==> src/rtl/pad10_1_strip.sv <==
// ---------------------------------------------------------------------------
// pad10_1_strip
//
// Strips pad10*1 padding from the final padded block of a sponge-style hash
// input. A start request latches the rate r and the padded block blk. One
// cycle validates the rate, the closing pad bit and the zero tail above the
// rate. A bit-serial scan then walks down from bit r-2 to find the leading pad
// bit, which marks the message length.
//
// Parameters
//   R_BITS  width of the rate input and the length output (default 11)
//   P_BITS  width of the padded block (default 256), P_BITS <= 2**R_BITS - 1
//
// Ports
//   clk     sole clock, rising edge
//   rst     synchronous active-high reset
//   start   request to strip one block (accepted only when idle)
//   r       rate in bits, sampled with start
//   blk     padded block, bit 0 = first bit, sampled with start
//   busy    high while a job is being checked or scanned
//   done    one-cycle completion pulse
//   valid   padding well-formed (held until the next accepted start)
//   spill   leading pad 1 lies in the previous block (held)
//   m_len   message bit count in this block (held)
//   err     00 ok, 01 missing end bit, 10 nonzero tail, 11 bad rate (held)
//   msg     block with the pad bits cleared
//
// Build option
//   PAD10_1_STRIP_MSG_EN  when defined, msg carries blk with every bit at or
//                         above m_len cleared (all-zero on spill or on error).
//                         When undefined, msg is tied to zero and no
//                         block-wide mask register exists.
// ---------------------------------------------------------------------------
module pad10_1_strip #(
  parameter int R_BITS = 11,
  parameter int P_BITS = 256
) (
  input  logic              clk,
  input  logic              rst,
  input  logic              start,
  input  logic [R_BITS-1:0] r,
  input  logic [P_BITS-1:0] blk,
  output logic              busy,
  output logic              done,
  output logic              valid,
  output logic              spill,
  output logic [R_BITS-1:0] m_len,
  output logic [1:0]        err,
  output logic [P_BITS-1:0] msg
);

  typedef enum logic [1:0] {
    IDLE  = 2'd0,
    CHECK = 2'd1,
    SCAN  = 2'd2,
    DONE  = 2'd3
  } state_t;

  localparam logic [1:0] ERR_OK       = 2'b00;
  localparam logic [1:0] ERR_NO_END   = 2'b01;
  localparam logic [1:0] ERR_TAIL     = 2'b10;
  localparam logic [1:0] ERR_BAD_RATE = 2'b11;

  // Largest legal rate expressed in the rate width, so comparisons stay
  // width-matched.
  localparam logic [R_BITS-1:0] P_MAX  = R_BITS'(P_BITS);
  localparam logic [R_BITS-1:0] R_ONE  = R_BITS'(1);
  localparam logic [R_BITS-1:0] R_TWO  = R_BITS'(2);

  state_t            state_reg;
  logic [R_BITS-1:0] r_reg;
  logic [P_BITS-1:0] blk_reg;
  logic [R_BITS-1:0] idx_reg;

  logic              busy_reg;
  logic              done_reg;
  logic              valid_reg;
  logic              spill_reg;
  logic [R_BITS-1:0] m_len_reg;
  logic [1:0]        err_reg;

  // -------------------------------------------------------------------------
  // CHECK-stage qualifiers, all derived from the latched job.
  // -------------------------------------------------------------------------
  logic              rate_bad;
  logic [P_BITS-1:0] end_shift;
  logic              end_bit;
  logic [P_BITS-1:0] tail_bits;
  logic              tail_set;

  assign rate_bad = (r_reg < R_TWO) || (r_reg > P_MAX);

  // Closing pad bit blk[r-1]. Shifting instead of indexing keeps the rate
  // width independent of the block width. The value is meaningless when the
  // rate is bad, but the bad-rate test takes priority.
  assign end_shift = blk_reg >> (r_reg - R_ONE);
  assign end_bit   = end_shift[0];

  // Every bit at or above the rate must be zero.
  generate
    for (genvar gi = 0; gi < P_BITS; gi++) begin : g_tail
      assign tail_bits[gi] = blk_reg[gi] & (R_BITS'(gi) >= r_reg);
    end
  endgenerate

  assign tail_set = |tail_bits;

  // -------------------------------------------------------------------------
  // SCAN-stage bit select: the block bit at the current scan index.
  // -------------------------------------------------------------------------
  logic [P_BITS-1:0] idx_shift;
  logic              idx_bit;
  logic              idx_zero;

  assign idx_shift = blk_reg >> idx_reg;
  assign idx_bit   = idx_shift[0];
  assign idx_zero  = (idx_reg == '0);

`ifdef PAD10_1_STRIP_MSG_EN
  // Mask of the message bits below the current scan index. It is only
  // sampled in the cycle the leading pad bit is found, when idx_reg is the
  // message length.
  logic [P_BITS-1:0] low_mask;
  logic [P_BITS-1:0] msg_reg;

  generate
    for (genvar gi = 0; gi < P_BITS; gi++) begin : g_low_mask
      assign low_mask[gi] = (R_BITS'(gi) < idx_reg);
    end
  endgenerate
`endif

  // -------------------------------------------------------------------------
  // Control FSM with registered outputs. Results are written on the edge
  // that enters DONE, so they are visible in the same cycle as the done
  // pulse and are held afterwards.
  // -------------------------------------------------------------------------
  always_ff @(posedge clk) begin
    if (rst) begin
      state_reg <= IDLE;
      r_reg     <= '0;
      blk_reg   <= '0;
      idx_reg   <= '0;
      busy_reg  <= 1'b0;
      done_reg  <= 1'b0;
      valid_reg <= 1'b0;
      spill_reg <= 1'b0;
      m_len_reg <= '0;
      err_reg   <= ERR_OK;
`ifdef PAD10_1_STRIP_MSG_EN
      msg_reg   <= '0;
`endif
    end else begin
      // done is a single-cycle pulse; only the transition into DONE sets it.
      done_reg <= 1'b0;

      case (state_reg)
        IDLE: begin
          if (start) begin
            r_reg     <= r;
            blk_reg   <= blk;
            busy_reg  <= 1'b1;
            valid_reg <= 1'b0;
            spill_reg <= 1'b0;
            m_len_reg <= '0;
            err_reg   <= ERR_OK;
`ifdef PAD10_1_STRIP_MSG_EN
            msg_reg   <= '0;
`endif
            state_reg <= CHECK;
          end
        end

        CHECK: begin
          if (rate_bad) begin
            err_reg   <= ERR_BAD_RATE;
            busy_reg  <= 1'b0;
            done_reg  <= 1'b1;
            state_reg <= DONE;
          end else if (!end_bit) begin
            err_reg   <= ERR_NO_END;
            busy_reg  <= 1'b0;
            done_reg  <= 1'b1;
            state_reg <= DONE;
          end else if (tail_set) begin
            err_reg   <= ERR_TAIL;
            busy_reg  <= 1'b0;
            done_reg  <= 1'b1;
            state_reg <= DONE;
          end else begin
            // The leading pad bit sits at or below r-2.
            idx_reg   <= r_reg - R_TWO;
            state_reg <= SCAN;
          end
        end

        SCAN: begin
          if (idx_bit) begin
            // Highest set bit below the closing pad bit is the leading pad
            // bit; everything beneath it is message.
            m_len_reg <= idx_reg;
            spill_reg <= 1'b0;
            valid_reg <= 1'b1;
            busy_reg  <= 1'b0;
            done_reg  <= 1'b1;
`ifdef PAD10_1_STRIP_MSG_EN
            msg_reg   <= blk_reg & low_mask;
`endif
            state_reg <= DONE;
          end else if (idx_zero) begin
            // No leading pad bit in this block: it was the last bit of the
            // previous block, and this block carries no message bits. The
            // scan stops here rather than wrapping the index.
            m_len_reg <= '0;
            spill_reg <= 1'b1;
            valid_reg <= 1'b1;
            busy_reg  <= 1'b0;
            done_reg  <= 1'b1;
            state_reg <= DONE;
          end else begin
            idx_reg <= idx_reg - R_ONE;
          end
        end

        DONE: begin
          // start is deliberately not examined here.
          state_reg <= IDLE;
        end

        default: begin
          state_reg <= IDLE;
          busy_reg  <= 1'b0;
        end
      endcase
    end
  end

  assign busy  = busy_reg;
  assign done  = done_reg;
  assign valid = valid_reg;
  assign spill = spill_reg;
  assign m_len = m_len_reg;
  assign err   = err_reg;

`ifdef PAD10_1_STRIP_MSG_EN
  assign msg = msg_reg;
`else
  assign msg = '0;
`endif

endmodule

==> config.mk <==
export PLATFORM = sky130hd
export DESIGN_NAME = pad10_1_strip
export DESIGN_NICKNAME = d
export VERILOG_FILES = /design/src/rtl/pad10_1_strip.sv
export SDC_FILE = /design/constraint.sdc
export NUM_CORES = 1
export LEC_CHECK = 0
export ABC_AREA = 0
export CELL_PAD_IN_SITES_DETAIL_PLACEMENT = 1
export CELL_PAD_IN_SITES_GLOBAL_PLACEMENT = 2
export CORE_AREA = 8 8 235 406
export CTS_CLUSTER_DIAMETER = 40
export CTS_CLUSTER_SIZE = 14
export DETAILED_ROUTE_END_ITERATION = 10
export DIE_AREA = 0 0 243 414
export GPL_TIMING_DRIVEN = 0
export PLACE_DENSITY = 0.85
export SYNTH_ARGS = -nofsm -noshare
export SYNTH_HDL_FRONTEND = slang
export SYNTH_SLANG_ARGS = --single-unit
==> constraint.sdc <==
create_clock -name clk -period 4 [get_ports clk]
set_input_delay 0.8 -clock clk [delete_from_list [all_inputs] [get_ports clk]]
set_output_delay 0.8 -clock clk [all_outputs]
set_load 0.01 [all_outputs]
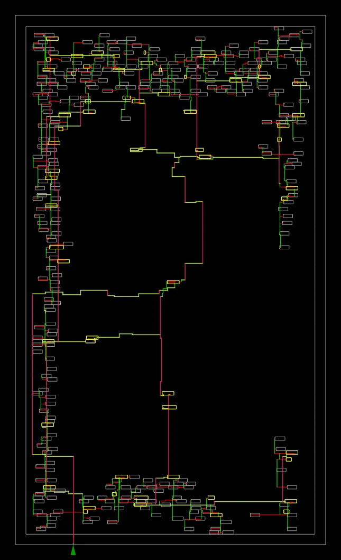
final_clocks.png
total CTS buffers: 37
Fin Clk Skew: 35.6 ps
Clock Sinks: 297
clk_lat worst skew: 640 ps

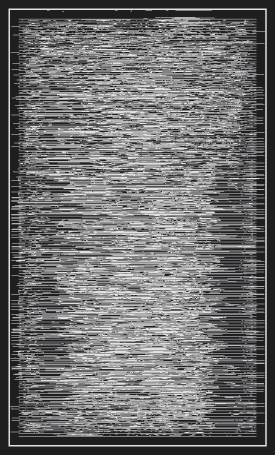
met1.png
Supply wires on this layer in gray.
share of all routed wire: 32%
wire length on this layer: 78.9 mm
longest straight run: 121 um
grt met1 use: 46.9%
vias: 31200
WL final: 247000 um

==> flow_summary.ini <==
; implementation run metrics
[synth]
edf_count = 0
area_leaders = dfxtp_1 (26%), mux4_2 (13%), nand2_1 (12%)
synthCells = 2974
async_flop_share_pct = 0
synth_warnings = 0
ys_cells = 2974
synth.logic.top_family = simple AND/OR/NAND/NOR gates
numSynthFlops = 297
synthXorXnorAreaFrac_pct = 0.644
ys_sh_adder_pct = 0.757
synth_area_per_cell_sq_um = 7.78
mux_share_pct = 14.8
synthAoiAreaFrac_pct = 20.4

[floorplanning]
die_area_sq_um = 101000
rows = 146
io_pins = 543
die_height_um = 414
coreArea_sq_um = 89900
die-width_um = 243

[worst_setup_path]
cp_cell_sequence = or4b_2 -> clkbuf_1 -> o21ai_0 -> a22oi_2 -> nand4_1 -> nor4_4 -> nand3_2 -> or4_4 -> a211oi_4 -> buf_6 -> o211ai_1 -> a21oi_2
critPathRequiredTime_ps = 4510
worstSetupStartpointType = register
reg2reg_slack_ps = -1530
reg2reg_from = r_reg[8]$_SDFFE_PP0P_
cp.arrival_ps = 6050
startpoint = r_reg[8]$_SDFFE_PP0P_
critPathSlowestCell = clkbuf_1
path_max_fanout = 9
end_kind = register
crit_buf_inv = 2
critPathKind = reg -> reg

[drt]
drt-initial-drc-count = 3711
firstDrtPassIters = 6
wl_met1_um = 78900
highest_layer = met5
vias_per_cell = 6.38

[placement]
place_area_sq_um = 28800
dp_cells = 4725
port_buffers = 285
place_ws_ps = -4940

[cts]
cts_tree = built
ctsHoldBuffers = 0
clockRootBuffer = clkbuf_16
path_clk_slew_ps = 60
cts_resized = 204

[pwr]
power_density_nw_per_um2 = 710
p_leak_nw = 11.9
p_sw_mw = 12.9
swShare_pct = 57.0
sequentialPower_mw = 5.91
comb_power_mw = 12.9
power_frac_seq_pct = 26.2

[cells_and_area]
comb_share_pct = 49.2
area_dominant_class = combinational gates
logic_gates = 2402
fin_util_pct = 35.3
flops = 297
clkbuf_count = 44
seqAreaFraction_pct = 18.8
antenna_cells = 46
nNonClkBuffers = 872
fin_area_sq_um = 31800
drive_gt1_share_pct = 22.9
lay_top_cells = nand2_1 (703), buf_4 (356), a21oi_1 (340), dfxtp_1 (291), clkdlybuf4s50_1 (285)
comb_area_sq_um = 15600

[final_timing]
timing.final.max_slew_violations = 47
setup_viol = 16
setup_tns_ps = -21580
setup_slack_ps = -1530
worst_pin_slew_ps = 1660
period_needed_ps = 5530
rsz0062_at_grt = true
hold_viol_final = 0
holdWs_ps = 457

[global_routing]
groute.usage.overall_pct = 47.4
grt_pass1_vias = 30100
grt_pass1_wl_um = 315000
grt_util_met3_pct = 20.9
grt_use_met2_pct = 70.5
antenna_found_initial = 41
grt_max_degree = 15

[worst_hold_path]
holdPathStages = 2
hold_start = m_len[2]$_SDFFE_PP0P_
hp-class = reg -> reg
hold_end = m_len[2]$_SDFFE_PP0P_

[run_status]
status = finished with violations
violations = capacitance limit, slew limit, setup timing

[run]
warnings = 39
max_cap_violations = 8
